==> config.mk <==
export PLATFORM = sky130hd
export DESIGN_NAME = dac_stream_flat
export DESIGN_NICKNAME = d
export VERILOG_FILES = /design/src/rtl/dac_stream_if.sv /design/src/rtl/dac_stream.sv /design/src/flat_wrapper.sv
export SDC_FILE = /design/constraint.sdc
export NUM_CORES = 1
export LEC_CHECK = 0
export CORE_ASPECT_RATIO = 1.4
export CORE_UTILIZATION = 55
export DETAILED_ROUTE_END_ITERATION = 7
export GPL_TIMING_DRIVEN = 0
export PLACE_DENSITY_LB_ADDON = 0.08
export SYNTH_ARGS = -nofsm -noshare
export SYNTH_HDL_FRONTEND = slang
export SYNTH_SLANG_ARGS = --single-unit
export TNS_END_PERCENT = 100
==> constraint.sdc <==
create_clock -name clk -period 3.3 [get_ports clk]
set_input_delay 0.495 -clock clk [delete_from_list [all_inputs] [get_ports clk]]
set_output_delay 0.495 -clock clk [all_outputs]
set_load 0.01 [all_outputs]
==> src/rtl/dac_stream_if.sv <==
// ============================================================================
// Module   : dac_stream_if
// Purpose  : Sample stream handshake carrying 8-bit DAC codes into the queue.
// Revision : 1.0
// ============================================================================
`default_nettype none

interface dac_stream_if;
   logic [7:0] s_in;
   logic       s_valid;
   logic       s_ready;

   modport master (output s_in, output s_valid, input s_ready);
   modport slave  (input s_in, input s_valid, output s_ready);
endinterface

`default_nettype wire

==> src/rtl/dac_stream.sv <==
// ============================================================================
// Module   : dac_stream
// Purpose  : Sample FIFO paced out to a parallel R-2R DAC with underrun tracking.
// Revision : 1.0
// ============================================================================
`default_nettype none

module dac_stream #(
   parameter int         DEPTH = 4,
   parameter logic [7:0] MID   = 8'h80
) (
   input  wire logic                       clk,
   input  wire logic                       rst_n,
   input  wire logic                       enable,
   input  wire logic [15:0]                rate,
   input  wire logic                       clear_underrun,
   dac_stream_if.slave                     s,
   output logic [7:0]                      dac_out,
   output logic                            sample_tick,
   output logic [$clog2(DEPTH):0]          level,
   output logic                            underrun,
   output logic [7:0]                      underrun_cnt
);

   localparam int                  c_ADDR_W = $clog2(DEPTH);
   localparam logic [c_ADDR_W:0]   c_FULL   = (c_ADDR_W + 1)'(DEPTH);

   logic [7:0]          r_mem [DEPTH];
   logic [c_ADDR_W-1:0] r_wr_ptr;
   logic [c_ADDR_W-1:0] r_rd_ptr;
   logic [c_ADDR_W:0]   r_level;
   logic [15:0]         r_cnt;
   logic [7:0]          r_dac;
   logic                r_tick;
   logic                r_underrun;
   logic [7:0]          r_under_cnt;
   logic                r_live;

   logic [15:0] w_eff;
   logic        w_event;
   logic        w_push;
   logic        w_pop;
   logic        w_under;

   // r_live keeps s_ready low while reset is held and for the release cycle.
   assign s.s_ready = r_live && (r_level != c_FULL);

   assign w_eff   = (rate == 16'd0) ? 16'd1 : rate;
   assign w_event = enable && (r_cnt >= (w_eff - 16'd1));
   assign w_push  = s.s_valid && s.s_ready;
   assign w_pop   = w_event && (r_level != '0);
   assign w_under = w_event && (r_level == '0);

   assign dac_out      = r_dac;
   assign sample_tick  = r_tick;
   assign level        = r_level;
   assign underrun     = r_underrun;
   assign underrun_cnt = r_under_cnt;

   always_ff @(posedge clk) begin
      if (w_push) begin
         r_mem[r_wr_ptr] <= s.s_in;
      end
   end

   always_ff @(posedge clk or negedge rst_n) begin
      if (!rst_n) begin
         r_wr_ptr    <= '0;
         r_rd_ptr    <= '0;
         r_level     <= '0;
         r_cnt       <= '0;
         r_dac       <= MID;
         r_tick      <= 1'b0;
         r_underrun  <= 1'b0;
         r_under_cnt <= '0;
         r_live      <= 1'b0;
      end else begin
         r_live <= 1'b1;
         r_tick <= w_event;

         if (w_push) begin
            r_wr_ptr <= r_wr_ptr + 1'b1;
         end
         if (w_pop) begin
            r_rd_ptr <= r_rd_ptr + 1'b1;
            r_dac    <= r_mem[r_rd_ptr];
         end

         case ({w_push, w_pop})
            2'b10:   r_level <= r_level + 1'b1;
            2'b01:   r_level <= r_level - 1'b1;
            default: r_level <= r_level;
         endcase

         if (w_event) begin
            r_cnt <= '0;
         end else if (enable) begin
            r_cnt <= r_cnt + 16'd1;
         end else begin
            r_cnt <= '0;
         end

         // A clear that coincides with an underrun still records that event.
         if (clear_underrun) begin
            r_underrun  <= w_under;
            r_under_cnt <= w_under ? 8'd1 : 8'd0;
         end else if (w_under) begin
            r_underrun <= 1'b1;
            if (r_under_cnt != 8'hFF) begin
               r_under_cnt <= r_under_cnt + 8'd1;
            end
         end
      end
   end

endmodule

`default_nettype wire
==> src/flat_wrapper.sv <==
// flat-port wrapper written by rule: the top's interface ports become plain ports
module dac_stream_flat 
#(
   parameter int         DEPTH = 4,
   parameter logic [7:0] MID   = 8'h80
)
  (clk, rst_n, enable, rate, clear_underrun, dac_out, sample_tick, level, underrun, underrun_cnt, s_s_in, s_s_valid, s_s_ready);
  dac_stream_if s_i ();
  input  wire logic clk;
  input  wire logic rst_n;
  input  wire logic enable;
  input  wire logic [15:0] rate;
  input  wire logic clear_underrun;
  output logic [7:0] dac_out;
  output logic sample_tick;
  output logic [$clog2(DEPTH):0] level;
  output logic underrun;
  output logic [7:0] underrun_cnt;
  input wire logic [$bits(s_i.s_in)-1:0] s_s_in;
  input wire logic [$bits(s_i.s_valid)-1:0] s_s_valid;
  output wire logic [$bits(s_i.s_ready)-1:0] s_s_ready;
  assign s_i.s_in = s_s_in;
  assign s_i.s_valid = s_s_valid;
  assign s_s_ready = s_i.s_ready;
  dac_stream #(.DEPTH(DEPTH), .MID(MID)) u_core (.clk(clk), .rst_n(rst_n), .enable(enable), .rate(rate), .clear_underrun(clear_underrun), .s(s_i), .dac_out(dac_out), .sample_tick(sample_tick), .level(level), .underrun(underrun), .underrun_cnt(underrun_cnt));
endmodule
==> results.toml, run 1 <==
# yosys + openroad results
[place]
dpl_cell_area_sq_um = 4390
hpwlAfterDp_mm = 5.11
dp_slack_ps = -2750

[global_routing]
met1_usage_pct = 26.6
gr-max-usage-layer = "met2"
grt_pass1_vias = 2679
grt_util_all_layers_pct = 22.7
antenna_found_initial = 0

[worst_setup_path]
worst-path-buf-inv = 2
slowest_stage = "or4b_4"
crit_family = "simple AND/OR/NAND/NOR gates"
r2r_cells = 13
endpoint_kind = "flop"
r2r_start = "u_core.r_cnt[0]"
critPathCapture = "u_core.level[2]"
crit_path_cell_trace = "buf_6, or4_4, or3_4, or4b_4, nor3_4, nor2_2, ha_2, nand2b_4, or3_4, nor2_4, xnor2_2, ha_1, nand4_1, a211oi_2, a32oi_2, a21oi_2, and2_4, ha_4, inv_2, fa_2, xor2_1, nor2_1, xor2_1"

[status]
violations = "setup timing"
status = "finished, violations left"

[drt]
dr_wl_met2_mm = 4.20
wl_met3_um = 240
viasPerCell = 5.54
drt_wl_total_mm = 7.72
route.detailed.drc = 0

[yosys]
yosys_warnings = 0
mux_share_pct = 8.11
ys_sh_xor_pct = 7.74
synth_area_per_cell_sq_um = 12.0
top_logic_kind = "simple AND/OR/NAND/NOR gates"
synth_cell_types = 44
postSynthSeqShare_pct = 53.9

[final_timing]
postLayoutSetupSlackWorst_ps = -1410
fin_hold_ws_ps = 91.4
setup_viol = 39
max_freq_mhz = 212
finalSetupTns_ps = -34920

[layout]
largest-register = "u_core.r_mem"
register_area_sq_um = 2010
combGateArea_sq_um = 1850
logic_gates = 214
inverters_excl_clock = 17
fill_cells = 441

[die]
dieWidth_um = 71.6
taps = 74

[worst_hold_path]
min_path_type = "input port to asynchronous set/reset pin"

[pwr]
p_sw_mw = 0.596
maxPowerGroup = "sequential cells"
power.total_mw = 2.26
power_density_nw_per_um2 = 452
pwr-share-comb_pct = 17.0

[clock_network]
numCtsBuffers = 9
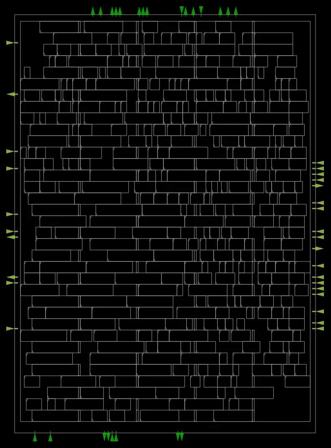
*Cell outlines without signal wires, run 1*
Row Count: 35
seq_cells: 74

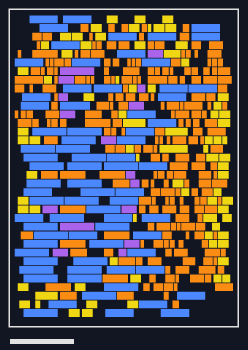
*Placed cells, one colour a class, run 1*
Bar = 20 um.
class	colour	cells
flip-flops	blue	74
all other logic	orange	231
clock drivers and dummy loads	purple	16
other buffers and delay cells	yellow	78
Seq area share: 40.3%
core area: 6570 sq um
Finished Cell Area: 4990 sq um
Core Util, Final: 76.0%

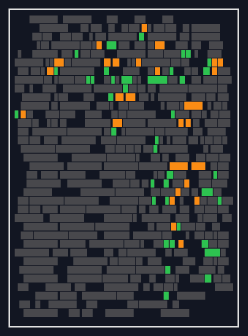
*Selected gate families, run 1*
family	colour	cells
inverting AOI/OAI gates	orange	27
NAND gates	green	39
logic share of the area: 37.0%
fin cells: 473

### Met2 routing, run 1

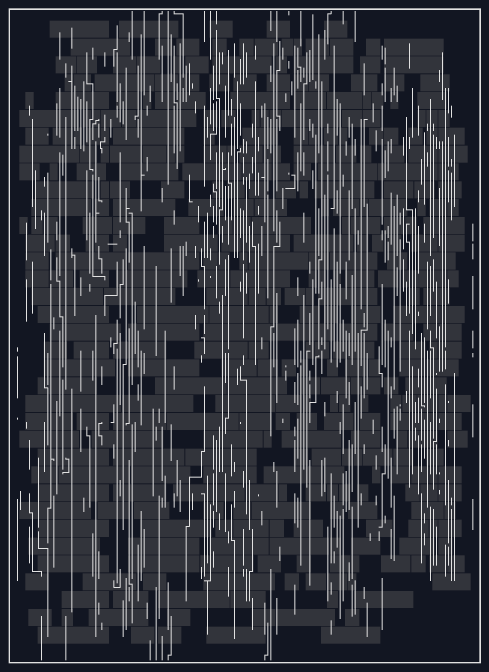

==> run 2, diff against run 1 <==
GPL_TIMING_DRIVEN = unset   (was 0)
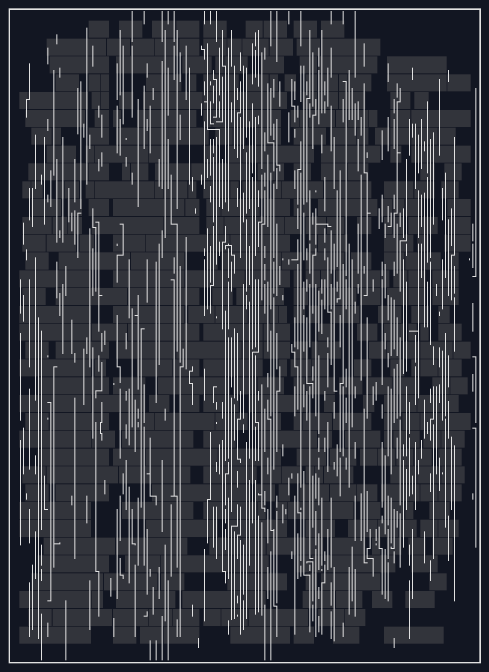
*Met2 routing, run 2*
nets with wire on the layer	423
share of all routed wire	57%
main direction	vertical
longest straight run	49.0 um
wire length on this layer	4870 um
met2 Use GR: 48.5%
total wire length: 8.57 mm
vias after detailed routing: 2774

==> run 2 against run 1 <==
The flow still finishes with violations (setup timing). Register-to-register slack better by 40 ps. First-iteration DRC count up 18%. Synthesized cell count unchanged. Clock power down 12%. Cell count up 5.9%. Wire length up 11%.
==> results.toml, run 2 <==
# yosys + openroad results
[pwr]
pwr-share-comb_pct = 18.2
power.total_mw = 2.19
p_sw_mw = 0.592

[layout]
combGateArea_sq_um = 1910
fill_cells = 395
largest-register = "u_core.r_mem"
fin_cells = 501
utilization_pct = 80.5
register_area_sq_um = 2010

[drt]
viasPerCell = 5.54
wl_met3_um = 230
route.detailed.drc = 0

[worst_setup_path]
crit_family = "simple AND/OR/NAND/NOR gates"
critPathCapture = "u_core.level[2]"
crit_path_cell_trace = "buf_6, or4_4, or3_4, or4b_4, nor3_2, nor2_1, ha_2, buf_4, buf_6, buf_6, xnor2_2, ha_2, o21ai_2, a211oi_2, a32oi_2, a21oi_2, and2_4, ha_4, inv_2, fa_2, xor2_1, nor2_1, xor2_1"
endpoint_kind = "flop"
r2r_start = "u_core.r_cnt[0]"
slowest_stage = "or4b_4"

[place]
dp_slack_ps = -2150
hpwlAfterDp_mm = 5.49
dpl_cell_area_sq_um = 4660

[die]
dieWidth_um = 71.6
taps = 74
rows = 35

[global_routing]
grt_util_all_layers_pct = 25.9
gr-max-usage-layer = "met2"
met1_usage_pct = 28.3
antenna_found_initial = 0
grt_pass1_vias = 2949

[final_timing]
setup_viol = 39
finalSetupTns_ps = -37170
fin_hold_ws_ps = 295
postLayoutSetupSlackWorst_ps = -1380

[yosys]
top_logic_kind = "simple AND/OR/NAND/NOR gates"
synth_area_per_cell_sq_um = 12.0

[status]
violations = "setup timing"
status = "finished, violations left"

[clock_network]
numCtsBuffers = 9

[worst_hold_path]
min_path_type = "input port to asynchronous set/reset pin"
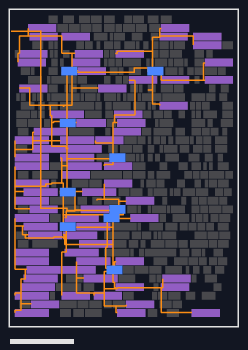
*Clock wires, drivers and flops, run 2*
Bar = 20 um.
[clock wires] orange | length: 818 um
[flip-flops] purple | count: 74
[cells driving clock nets] blue | count: 9
flops lie	all over the die
routed clock nets	10
Final Skew: 9.13 ps
Clk pwr share: 31.7%

### Cell outlines without signal wires, run 2

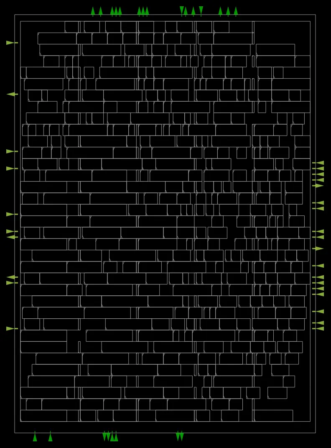

==> run 3, diff against run 2 <==
GPL_ROUTABILITY_DRIVEN = 0   (was unset)
REMOVE_ABC_BUFFERS = 1   (was unset)
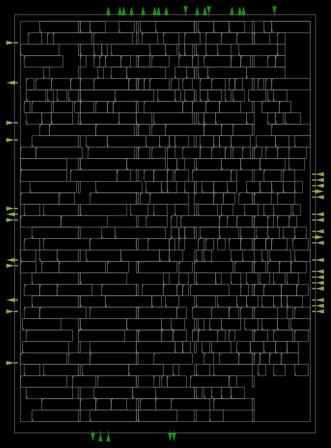
*Cell outlines without signal wires, run 3*
Seq area share: 38.8%
num tapcells: 74
Core Util, Final: 79.0%

==> run 3 against run 2 <==
The run still ends with setup timing left. Register-to-register slack about the same. Clock-buffer cell count unchanged. Via count down 0.43%. Clock skew up 3.5 ps. Area after synthesis unchanged. Die area unchanged. Critical path type unchanged.
==> results.toml, run 3 <==
# yosys + openroad results
[place]
dp_slack_ps = -2110
hpwlAfterDp_mm = 5.26

[global_routing]
grt_pass1_vias = 2866
grt_max_degree = 43
grt_util_all_layers_pct = 24.8
met1_usage_pct = 28.4
antenna_found_initial = 0

[final_timing]
finalSetupTns_ps = -35230
finalClockSkew_ps = 12.7
postLayoutSetupSlackWorst_ps = -1410
setup_viol = 39

[clock_network]
numCtsBuffers = 9
hold_buffers = 0

[worst_setup_path]
endpoint_kind = "flop"
critPathCapture = "u_core.level[2]"
slowest_stage = "or4_4"
crit_family = "simple AND/OR/NAND/NOR gates"
r2r_start = "u_core.r_cnt[0]"

[status]
status = "finished, violations left"
violations = "setup timing"

[layout]
register_area_sq_um = 2010
fill_cells = 417
combGateArea_sq_um = 1820

[yosys]
top_logic_kind = "simple AND/OR/NAND/NOR gates"
synth_area_per_cell_sq_um = 12.0

[drt]
wl_met3_um = 230
viasPerCell = 5.54
route.detailed.drc = 0
drt_wl_total_mm = 8.32

[die]
dieWidth_um = 71.6
coreArea_sq_um = 6570

[worst_hold_path]
min_path_type = "input port to asynchronous set/reset pin"

[pwr]
pwr-share-comb_pct = 16.8
power.total_mw = 2.34
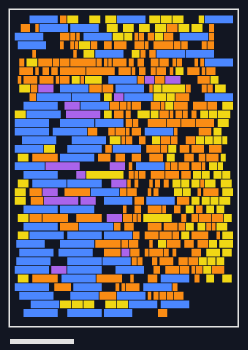
*Placed cells, one colour a class, run 3*
Bar = 20 um.
class	colour	cells
flip-flops	blue	74
clock drivers and dummy loads	purple	16
all other logic	orange	231
other buffers and delay cells	yellow	104
Finished Cell Area: 5190 sq um

No activity file was given, so power comes from the tool's default toggle rates.
